<file path="config.mk">
export PLATFORM = sky130hd
export DESIGN_NAME = ksa_seq_ctrl
export DESIGN_NICKNAME = d
export VERILOG_FILES = /design/src/rtl/ksa_seq_ctrl.sv
export SDC_FILE = /design/constraint.sdc
export NUM_CORES = 1
export LEC_CHECK = 0
export CAP_MARGIN = 20
export CELL_PAD_IN_SITES_DETAIL_PLACEMENT = 1
export CELL_PAD_IN_SITES_GLOBAL_PLACEMENT = 1
export CORE_ASPECT_RATIO = 0.9
export CORE_MARGIN = 8
export CORE_UTILIZATION = 30
export CTS_CLUSTER_DIAMETER = 50
export CTS_CLUSTER_SIZE = 24
export DETAILED_ROUTE_END_ITERATION = 8
export HOLD_SLACK_MARGIN = 0.03
export PLACE_DENSITY = 0.67
export SYNTH_ARGS = -nofsm -noshare
export SYNTH_HDL_FRONTEND = slang
export SYNTH_SLANG_ARGS = --single-unit
export TNS_END_PERCENT = 5
</file>
<file path="constraint.sdc">
create_clock -name clk -period 2.85 [get_ports clk]
set_input_delay 0.4275 -clock clk [delete_from_list [all_inputs] [get_ports clk]]
set_output_delay 0.4275 -clock clk [all_outputs]
set_load 0.05 [all_outputs]
</file>
<file path="src/rtl/ksa_seq_ctrl.sv">
// Sequential adder/subtractor: one 4-bit Kogge-Stone slice reused once per nibble.
// Optional KSA_SEQ_OVF_EN adds a registered signed-overflow output (ovf).
module ksa_seq_ctrl #(
  parameter int unsigned WIDTH = 16
) (
  input  logic             clk,
  input  logic             rst_n,
  input  logic             in_valid,
  output logic             in_ready,
  input  logic [WIDTH-1:0] a,
  input  logic [WIDTH-1:0] b,
  input  logic             sub,
  output logic             out_valid,
  input  logic             out_ready,
  output logic [WIDTH-1:0] sum,
  output logic             cout
`ifdef KSA_SEQ_OVF_EN
  ,
  output logic             ovf
`endif
);

  localparam int unsigned N  = WIDTH / 4;
  localparam int unsigned KW = (N > 1) ? $clog2(N) : 1;

  localparam logic [1:0] IDLE = 2'd0;
  localparam logic [1:0] RUN  = 2'd1;
  localparam logic [1:0] DONE = 2'd2;

  logic [1:0]       state, state_nxt;
  logic [WIDTH-1:0] a_r, b_r;
  logic             carry;
  logic [KW-1:0]    k;

  logic [3:0] a_n, b_n, g, p, g1, p1, g2, c_vec, s4;
  logic       c4;
  logic       last_c;

  // FSM state register
  always_ff @(posedge clk or negedge rst_n) begin
    if (!rst_n) state <= IDLE;
    else        state <= state_nxt;
  end

  assign last_c = (k == KW'(N - 1));

  // Next-state logic
  always_comb begin
    state_nxt = state;
    case (state)
      IDLE:    if (in_valid) state_nxt = RUN;
      RUN:     if (last_c) state_nxt = DONE;
      DONE:    if (out_ready) state_nxt = IDLE;
      default: state_nxt = IDLE;
    endcase
  end

  // 4-bit Kogge-Stone slice; carry-in folded into bit 0 generate
  always_comb begin
    a_n = a_r[{k, 2'b00} +: 4];
    b_n = b_r[{k, 2'b00} +: 4];
    g   = a_n & b_n;
    p   = a_n ^ b_n;
    g1[0] = g[0] | (p[0] & carry);
    p1[0] = p[0];
    g1[1] = g[1] | (p[1] & g1[0]);
    p1[1] = p[1] & p[0];
    g1[2] = g[2] | (p[2] & g[1]);
    p1[2] = p[2] & p[1];
    g1[3] = g[3] | (p[3] & g[2]);
    p1[3] = p[3] & p[2];
    g2[0] = g1[0];
    g2[1] = g1[1];
    g2[2] = g1[2] | (p1[2] & g1[0]);
    g2[3] = g1[3] | (p1[3] & g1[1]);
    c_vec = {g2[2:0], carry};
    c4    = g2[3];
    s4    = p ^ c_vec;
  end

  // Datapath and registered handshake outputs
  always_ff @(posedge clk or negedge rst_n) begin
    if (!rst_n) begin
      in_ready  <= 1'b1;
      out_valid <= 1'b0;
      a_r       <= '0;
      b_r       <= '0;
      sum       <= '0;
      cout      <= 1'b0;
      carry     <= 1'b0;
      k         <= '0;
`ifdef KSA_SEQ_OVF_EN
      ovf       <= 1'b0;
`endif
    end else begin
      in_ready  <= (state_nxt == IDLE);
      out_valid <= (state_nxt == DONE);
      case (state)
        IDLE: begin
          if (in_valid) begin
            a_r   <= a;
            b_r   <= sub ? ~b : b;
            carry <= sub;
            k     <= '0;
          end
        end
        RUN: begin
          sum[{k, 2'b00} +: 4] <= s4;
          carry <= c4;
          k     <= k + KW'(1);
          if (last_c) begin
            cout <= c4;
`ifdef KSA_SEQ_OVF_EN
            ovf  <= c4 ^ c_vec[3];
`endif
          end
        end
        default: ;
      endcase
    end
  end

endmodule

</file>
Signal wires on met2:
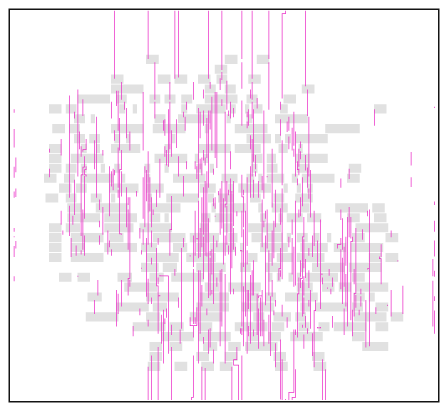
The layer holds 50% of the routed length. The layer carries 3,180 um of wire. The longest straight run is 37.4 um. 279 nets have wire on it.

Routed metal, one colour a layer:
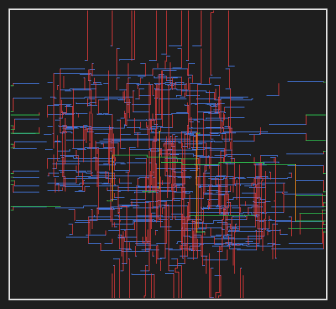
Key: red = met2 [wire length 3,180 um]; orange = met4 [wire length 95.9 um]; green = met3 [wire length 234 um]; blue = met1 [wire length 2,850 um]

Clock wires, drivers and flops:
Scale bar: 20 um.
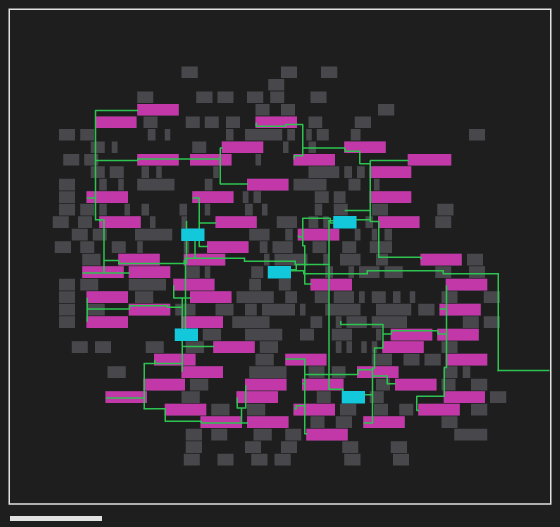
Key: cyan = cells driving clock nets [count 5]; magenta = flip-flops [count 56]; green = clock wires [length 715 um]
There are 6 routed clock nets.

==> results_slide.txt <==
Run Summary

Setup path
  • CP Capture Type: flip-flop
  • CP max FO: 4
  • Startpoint Class: flip-flop
  • CP required: 3.09 ns
  • WS Path Type: flip-flop to flip-flop

Global route
  • Met1 usage: 13.2%
  • Overflow after GRT: 0
  • Vias in the first global route: 2,069
  • First-pass GRT wire length: 10.9 mm

Floorplan
  • Die Ht: approximately 110 um
  • Die X: around 120 um
  • Core area: 9080 sq um
  • Die Footprint: 12,600 sq um
  • FP Util: 30.6%

STA
  • Final Slew Violations: 0
  • RSZ-0062 raised after global routing: no
  • Final hold vios: 0
  • Fmax: 394 MHz
  • Post-Route Setup TNS: 0 ns

Yosys
  • Top-area cell share: 49.4%
  • Async set or reset register ratio after synthesis: 100%
  • Seq share, synth: 50.4%
  • EDFF count, synth: 0
  • Post-synth top cells: dfrtp_1, nor2_1, mux2_2, xnor2_1, a21oi_1
  • Mapped Nets: 259
  • Flops after synth: 56
  • Yosys stat area: 2780 sq um
  • Cell taking the most area after synthesis: dfrtp_1
  • Syn avg cell area: 13.2 sq um
  • Ys Warns: 0
  • Synth top cell by count: dfrtp_1
  • Post-Synthesis Cells: approximately 210
  • Cell area after synthesis: 2780 sq um

Placement
  • HPWL after DPL: 4.83 mm
  • Routability cong.: ~0.76
  • IO buf count: 55

Route
  • Final wirelength: 6.36 mm
  • Initial DRC Count: 54
  • Routed vias: 1,836
  • Metal1 wirelength: roughly 2.8 mm
  • Antenna-violating nets left: 0
  • Top sig layer: met4
  • Metal2 WL: 3.18 mm

Cells and area
  • Final net count: 316
  • Fillers: 1,006
  • Layout cells sized above 1: approximately a fifth

Run
  • Total tool warning count: 31
  • Max Cap Viol: 0

Status
  • Status: complete, no violations

CTS
  • Clock Latency Late Sink: 0.31 ns
  • Clock slew at reported path FFs: 0.10 ns
  • Post-CTS setup buffer count: 0
  • H-tree depth: 2
Met3 routing:
Scale bar: 20 um.
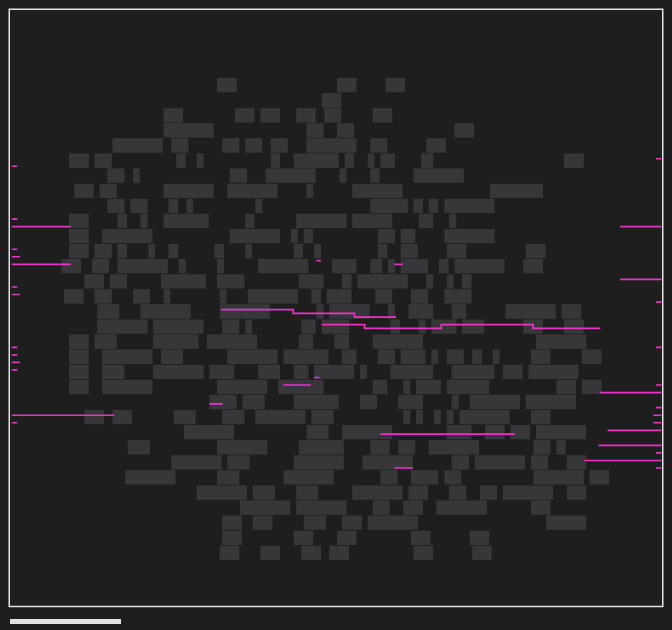
The layer carries 234 um of wire. The layer holds 3.7% of the routed length.

Congestion heat map:
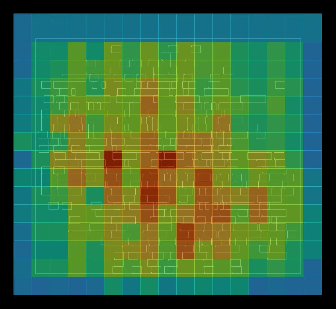
routed len/inst: 16.3 um
final core occ: 39.0%
total track usage: 10.7%

worst max-delay path: stages, from the launching register on:
cell and delay, ns:
dfrtp_1 0.44, mux4_2 0.53, fa_1 0.45, fa_1 0.43, xor2_1 0.33, nand4b_1 0.13, o21ai_0 0.15
sequential cells by signal, summed over array words and instances, names as in the netlist:
register and count:
a_r 16, b_r 16, sum 16, k 2, state 2, carry 1, cout 1, in_ready 1
out_valid 1
stage by stage:
step	utilization (%)	power, mW
after floorplan	-	3.23
after global placement	38.1	3.96
after detailed placement	38.1	4.03
after CTS	39.0	4.48
after global routing	39.0	4.73
final	39.0	4.40
kinds of logic (layout without fill, tap and decap cells):
logic type | Yosys count | count (layout) | share of synthesized area [%]
buffers and inverters | 16 | 74 | 4.00
and+or+nand+nor | 40 | 40 | 9.80
muxes | 25 | 25 | 13.3
DFF | 56 | 56 | 50.4
adders and majority gates | 11 | 11 | 5.48
AOI/OAI and AO/OA | 46 | 46 | 11.7
xor gates and xnor gates | 17 | 17 | 5.35
where the power goes:
part           internal [mW]  switching [mW]
Combinational           1.08            1.47
Clock                  0.176           0.256
Sequential              1.16           0.258
cell type report:
type,instances,area (sq um),share of cell area [%]
clock buffer,7,76.3,2.15
inverter,5,18.8,0.529
multi-input combinational,139,1270,35.8
tap,122,153,4.31
clock inverter,1,8.76,0.247
sequential,56,1400,39.6
timing repair buffer,61,616,17.4
path summary, 6_finish.rpt:
check                      slack (ns)       end  startpoint
hold reg to reg                  0.50    sum[3]      sum[3]
setup / recovery                 0.31   sum[14]        k[0]
max in group asynchronous        2.44  in_ready       rst_n
min in group clk                 0.50    sum[3]      sum[3]
hold / removal                    0.1    sum[5]       rst_n
setup reg to reg                 0.31   sum[14]        k[0]
No activity file was given, so power comes from the tool's default toggle rates.
